Figure 1. Cell placement.
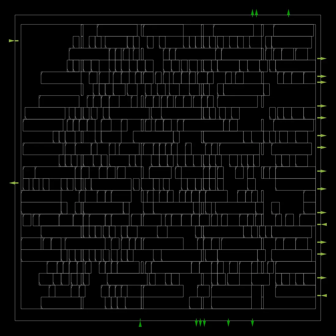
Figure 2. Clock network drawn from the DEF.
The bar under the picture is 20 um long.
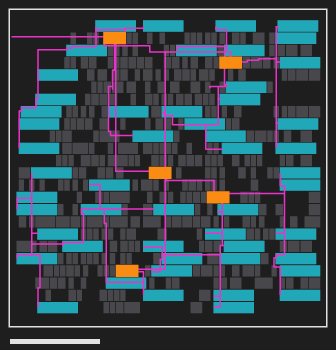
Figure 3. Cell sizes after repair.
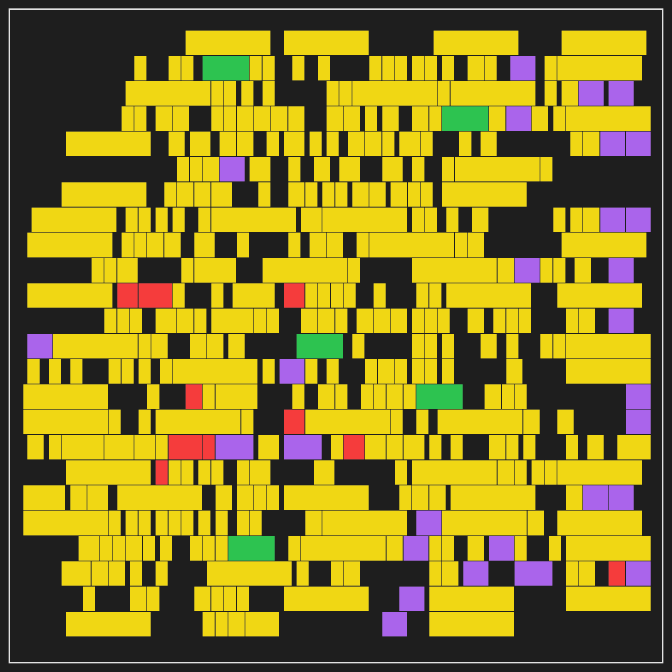
Figure 4. Routed metal per tile.
The die is cut into 14 by 14 equal tiles; dark blue is low, red is high, scaled to the fullest tile. Values are wire area over tile area, all layers added.
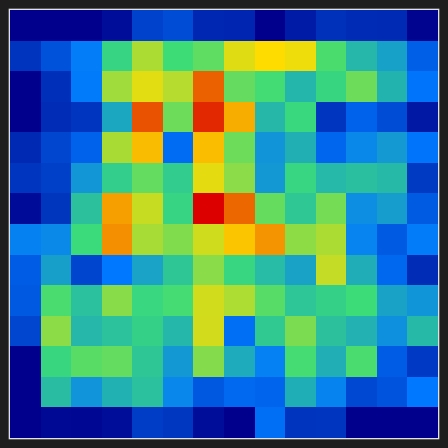
## src/rtl/deserializer.sv

```systemverilog
// Serial-to-parallel converter: collects MSB-first bits into a left-aligned word,
// flushing a partial word after GAP_TIMEOUT consecutive idle cycles mid-word.
module deserializer #(
    parameter int unsigned WIDTH       = 16,
    parameter int unsigned GAP_TIMEOUT = 4
) (
    input  logic                       clk_i,
    input  logic                       arst_n_i,
    input  logic                       data_i,
    input  logic                       data_val_i,
    output logic [WIDTH-1:0]           deser_data_o,
    output logic [$clog2(WIDTH)-1:0]   deser_mod_o,
    output logic                       deser_data_val_o,
    output logic                       busy_o
);

    localparam int unsigned MOD_W = $clog2(WIDTH);
    localparam int unsigned CNT_W = $clog2(WIDTH + 1);
    localparam int unsigned GAP_W = 8;

    typedef enum logic {
        IDLE,
        COLLECT
    } state_t;

    state_t             state_q, state_d;
    logic [WIDTH-1:0]   sreg_q, sreg_d;
    logic [CNT_W-1:0]   cnt_q, cnt_d;
    logic [GAP_W-1:0]   gap_q, gap_d;
    logic [WIDTH-1:0]   data_q, data_d;
    logic [MOD_W-1:0]   mod_q, mod_d;
    logic               val_q, val_d;
    logic               busy_q, busy_d;
    logic [MOD_W-1:0]   idx_c;
    logic [WIDTH-1:0]   word_c;

    // Bit position of the next incoming bit (only meaningful while collecting)
    assign idx_c = MOD_W'(WIDTH - 1) - MOD_W'(cnt_q);

    always_ff @(posedge clk_i or negedge arst_n_i) begin
        if (!arst_n_i) begin
            state_q <= IDLE;
            sreg_q  <= '0;
            cnt_q   <= '0;
            gap_q   <= '0;
            data_q  <= '0;
            mod_q   <= '0;
            val_q   <= 1'b0;
            busy_q  <= 1'b0;
        end else begin
            state_q <= state_d;
            sreg_q  <= sreg_d;
            cnt_q   <= cnt_d;
            gap_q   <= gap_d;
            data_q  <= data_d;
            mod_q   <= mod_d;
            val_q   <= val_d;
            busy_q  <= busy_d;
        end
    end

    always_comb begin
        state_d = state_q;
        sreg_d  = sreg_q;
        cnt_d   = cnt_q;
        gap_d   = gap_q;
        data_d  = data_q;
        mod_d   = mod_q;
        val_d   = 1'b0;
        word_c  = sreg_q;
        word_c[idx_c] = data_i;

        unique case (state_q)
            IDLE: begin
                // Fresh word: clear the register so a later flush has zero LSBs
                if (data_val_i) begin
                    sreg_d            = '0;
                    sreg_d[WIDTH-1]   = data_i;
                    cnt_d             = CNT_W'(1);
                    gap_d             = '0;
                    state_d           = COLLECT;
                end
            end
            COLLECT: begin
                if (data_val_i) begin
                    gap_d  = '0;
                    sreg_d = word_c;
                    if (cnt_q == CNT_W'(WIDTH - 1)) begin
                        data_d  = word_c;
                        mod_d   = '0;
                        val_d   = 1'b1;
                        cnt_d   = '0;
                        state_d = IDLE;
                    end else begin
                        cnt_d = cnt_q + CNT_W'(1);
                    end
                end else if (gap_q == GAP_W'(GAP_TIMEOUT - 1)) begin
                    // Idle run has hit the timeout: emit what we have
                    data_d  = sreg_q;
                    mod_d   = MOD_W'(cnt_q);
                    val_d   = 1'b1;
                    cnt_d   = '0;
                    gap_d   = '0;
                    state_d = IDLE;
                end else begin
                    gap_d = gap_q + GAP_W'(1);
                end
            end
        endcase

        busy_d = (state_d == COLLECT);
    end

    assign deser_data_o     = data_q;
    assign deser_mod_o      = mod_q;
    assign deser_data_val_o = val_q;
    assign busy_o           = busy_q;

endmodule

```

## config.mk

```make
export PLATFORM = sky130hd
export DESIGN_NAME = deserializer
export DESIGN_NICKNAME = d
export VERILOG_FILES = /design/src/rtl/deserializer.sv
export SDC_FILE = /design/constraint.sdc
export NUM_CORES = 1
export LEC_CHECK = 0
export ABC_AREA = 1
export CAP_MARGIN = 0
export CORE_UTILIZATION = 60
export CTS_CLUSTER_SIZE = 28
export DETAILED_ROUTE_END_ITERATION = 7
export PLACE_DENSITY_LB_ADDON = 0.12
export SLEW_MARGIN = 20
export SYNTH_ARGS = -nofsm -noshare
export SYNTH_HDL_FRONTEND = slang
export SYNTH_SLANG_ARGS = --single-unit
```

## constraint.sdc

```tcl
create_clock -name clk_i -period 3.26 [get_ports clk_i]
set_clock_uncertainty 0.2 [all_clocks]
set_input_delay 0.652 -clock clk_i [delete_from_list [all_inputs] [get_ports clk_i]]
set_output_delay 0.652 -clock clk_i [all_outputs]
set_load 0.1 [all_outputs]
```

==> reports/results.txt <==
Status -> completed
Leading cell types in the layout, fill and taps excluded -> nand2_1, nand3_1, dfrtp_1
Reg2reg start -> busy_o$_DFF_PN0_
Total setup buffers inserted after CTS -> 0
CP max stage cell -> clkdlybuf4s50_1
Via count of the first global-routing pass -> 2221
Core Util at FP -> 0.632
OpenROAD warning count -> 30
Largest net degree at the start of global routing -> 30
Type of the worst min-delay path -> in2async
DRC -> 0
Synth logic family -> simple AND/OR/NAND/NOR gates
Setup TNS Final -> 0 ns
Iteration-0 DRC count of the detailed router -> 141
Simple-Gate Area Share -> 0.395
Most common cell on crit path -> nand2_1
P_leak -> 1.70 nW
Number of inserted diodes -> 0
Required time reported for the critical path endpoint -> 3.32 ns
Adder share -> 0.0269
CP arrival -> 2.48 ns
Peak supply drop -> 0.465 mV
Hold bufs inserted after CTS -> 0
Total number of clock tree sinks -> 51
Cells along the critical path -> clkdlybuf4s50_1 -> nand2_1 -> inv_1 -> nand2_2 -> nand2_4 -> nand2_1 -> nand2_1
Resized cells post-CTS -> 0
Nets -> 401
Seq/Total Area, Yosys -> 0.458
Synthesis Warnings -> 0
Number of buffer and inverter instances along the worst setup path -> 2
Synth top area share -> 0.458
Power density of the placed cells -> 988 nW/um^2
Number of gates on the worst path with buffers counted -> 7
Worst setup SP type -> primary input
Synth mux share -> 0
CTS tree -> done
Remaining max-slew budget at the tightest pin -> 0.549
Maximum operating frequency -> 413 MHz
Post-route fraction of the period consumed by the critical path -> 0.744
Worst-path clk slew -> 0.09 ns
Final hold slack -> 0.102 ns
Synthesized-area fraction occupied by ao, oa, aoi and oai cells -> 0.0332
Max-cap violations -> 0
Highest cell delay on the worst timing path -> 0.50 ns
First-pass GRT wire length -> 10.1 mm
Length of the first detailed-routing pass in iterations -> 4
Filler cell count in the final layout -> 368
Gate count after technology mapping -> 375
Skew-Pair Late Insertion Delay -> 0.31 ns
Mean area per synthesized cell -> 7.44 um^2
Setup repair after global routing missed its margin -> false
Dominant delay contributor by cell family on the critical path -> simple AND/OR/NAND/NOR gates
Worst Tran Pin Value -> 0.675 ns
Core box area -> 4410 um^2
Deepest level of the CTS H-tree -> 2
Die x size -> 70.2 um
Area of the die -> 4920 um^2
Number of vias per cell -> 5.44
Antenna violations before repair -> 0
Setup violation total in the final timing report -> 0
Setup slack, reg-to-reg -> 0.91 ns
Most frequent logic cell in the layout -> nand2_1
GRT Residual Overflow -> 0
Overall power consumption -> 3.00 mW
Ranking of synthesized cells by area -> dfrtp_1, nand2_1, nand3_1
Gpl congestion -> 0.780
Fraction of final layout cells sized beyond drive strength 1 -> 0.110
Final Max Tran Viols -> 0
Buffers on Ports -> 25
Post-synthesis cell type count -> 22
Worst Setup End Kind -> flip-flop
Buffer type at the clock tree root -> clkbuf_8
Crit path time final -> 2.42 ns
Inserted Clock Buffers -> 5
Number of endpoints with negative hold slack in the final report -> 0
Crit. Startpoint -> data_val_i
RR Endpoint -> deser_data_o[15]$_DFFE_PN0P_
Via count -> 2414
End point of the critical path -> deser_data_o[15]$_DFFE_PN0P_
Yosys cell count -> 375
Critical path start-end classification -> in2reg
Average wire length per cell after detail routing -> 13.2 um
Maximum clock insertion buffer count -> 2
Synthesized-area fraction occupied by xor and xnor cells -> 0.00628
Number of synthesized register bits -> 51
Post-Syn Area -> 2790 um^2
HPWL Detailed -> 4.06 mm
Dominant cell type by area after synthesis -> dfrtp_1
Synth Net Count -> 385
Critical path fanouts, max -> 21
Summed standard-cell area reported by yosys -> 2790 um^2
Residual antenna-violating net count after detailed routing -> 0
Die y size -> 70.2 um
Number of ports placed on the die boundary -> 26
Count of cells along the worst register-to-register path -> 6
## Picture notes: Figure 1
row count: 24
sequential cells: 51
inserted tap cell count: 52
share of the core filled with cells in the final layout: 0.688
non-filler instance count after layout: 444

## Picture notes: Figure 2
[clock wires] magenta | length: 595 um
[flip-flops] cyan | count: 51
[clock-net drivers] orange | count: 5
flops lie	all over the die

## Picture notes: Figure 3
size	color	cells	share
x1 and smaller	yellow	349	89%
x6 and larger	green	5	1.3%
x2	red	10	2.6%
x3 and x4	purple	28	7.1%
worst setup slack after layout: 0.836 ns
Area Growth Syn to Fin: 8.93%
count of non-CTS buffers in the layout: 27
Final Cell Area: 3040 um^2

## Picture notes: Figure 4
fullest tile	0.52
emptiest ninth of the die	top left
nearly empty tiles	8.2%
mean over tiles	0.19
total global routing track utilization: 0.264
total length of routed wires: 5.87 mm

## Yosys cell counts (all sizes together)
library cell	instances
a21oi	10
nand2	146
inv	32
o22ai	2
xor2	1
xnor2	1
dfrtp	51
nand4	17
o21ai	6
nand3	68
nor2	17
buf	15
ha	6
clkbuf	3
## power breakdown
part / internal [mW] / switching, mW / total [mW]
registers: 0.849 / 0.202 / 1.05
logic: 0.378 / 1.21 / 1.59
clock network: 0.150 / 0.211 / 0.361
total: 1.38 / 1.62 / 3.00
## metal layers
metal	GRT usage	routed length, um	vias to the layer above
met5	0	0	-
met4	0.0933	78	0
met3	0.0491	261	5
met2	0.408	2630	58
met1	0.373	2900	1106
li1	-	-	1245
## cell type report
type	count	area, um^2	share of cell area
Multi-Input combinational cell	274	1290	0.423
Sequential cell	51	1280	0.420
Timing Repair Buffer	27	205	0.0675
Inverter	32	120	0.0395
Clock buffer	6	72.6	0.0239
Tap cell	52	65.1	0.0214
Clock inverter	2	12.5	0.00412
## sequential cells by signal, indices dropped and copies added, names as in the netlist
register          flops
busy_o                1
deser_mod_o           4
gap_q                 8
cnt_q                 5
sreg_q               16
deser_data_o         16
deser_data_val_o      1
## kinds of logic after synthesis
group / Yosys count
and+or+nand+nor: 248
DFF: 51
buffers and inverters: 50
AOI/OAI and AO/OA: 18
adders and majority gates: 6
xor gates and xnor gates: 2
## through the flow
stage / util / cells / setup slack, ns / instance area (um^2)
6_report: 0.688 / 444 / 0.836 / 3040
5_1_grt: 0.688 / 444 / 0.742 / 3040
4_1_cts: 0.688 / 444 / 0.859 / 3040
3_5_place_dp: 0.669 / 436 / 0.532 / 2950
3_3_place_gp: 0.669 / 436 / 0.631 / 2950
2_1_floorplan: - / 375 / 1.24 / 2790
Power and IR drop assume default switching activity.
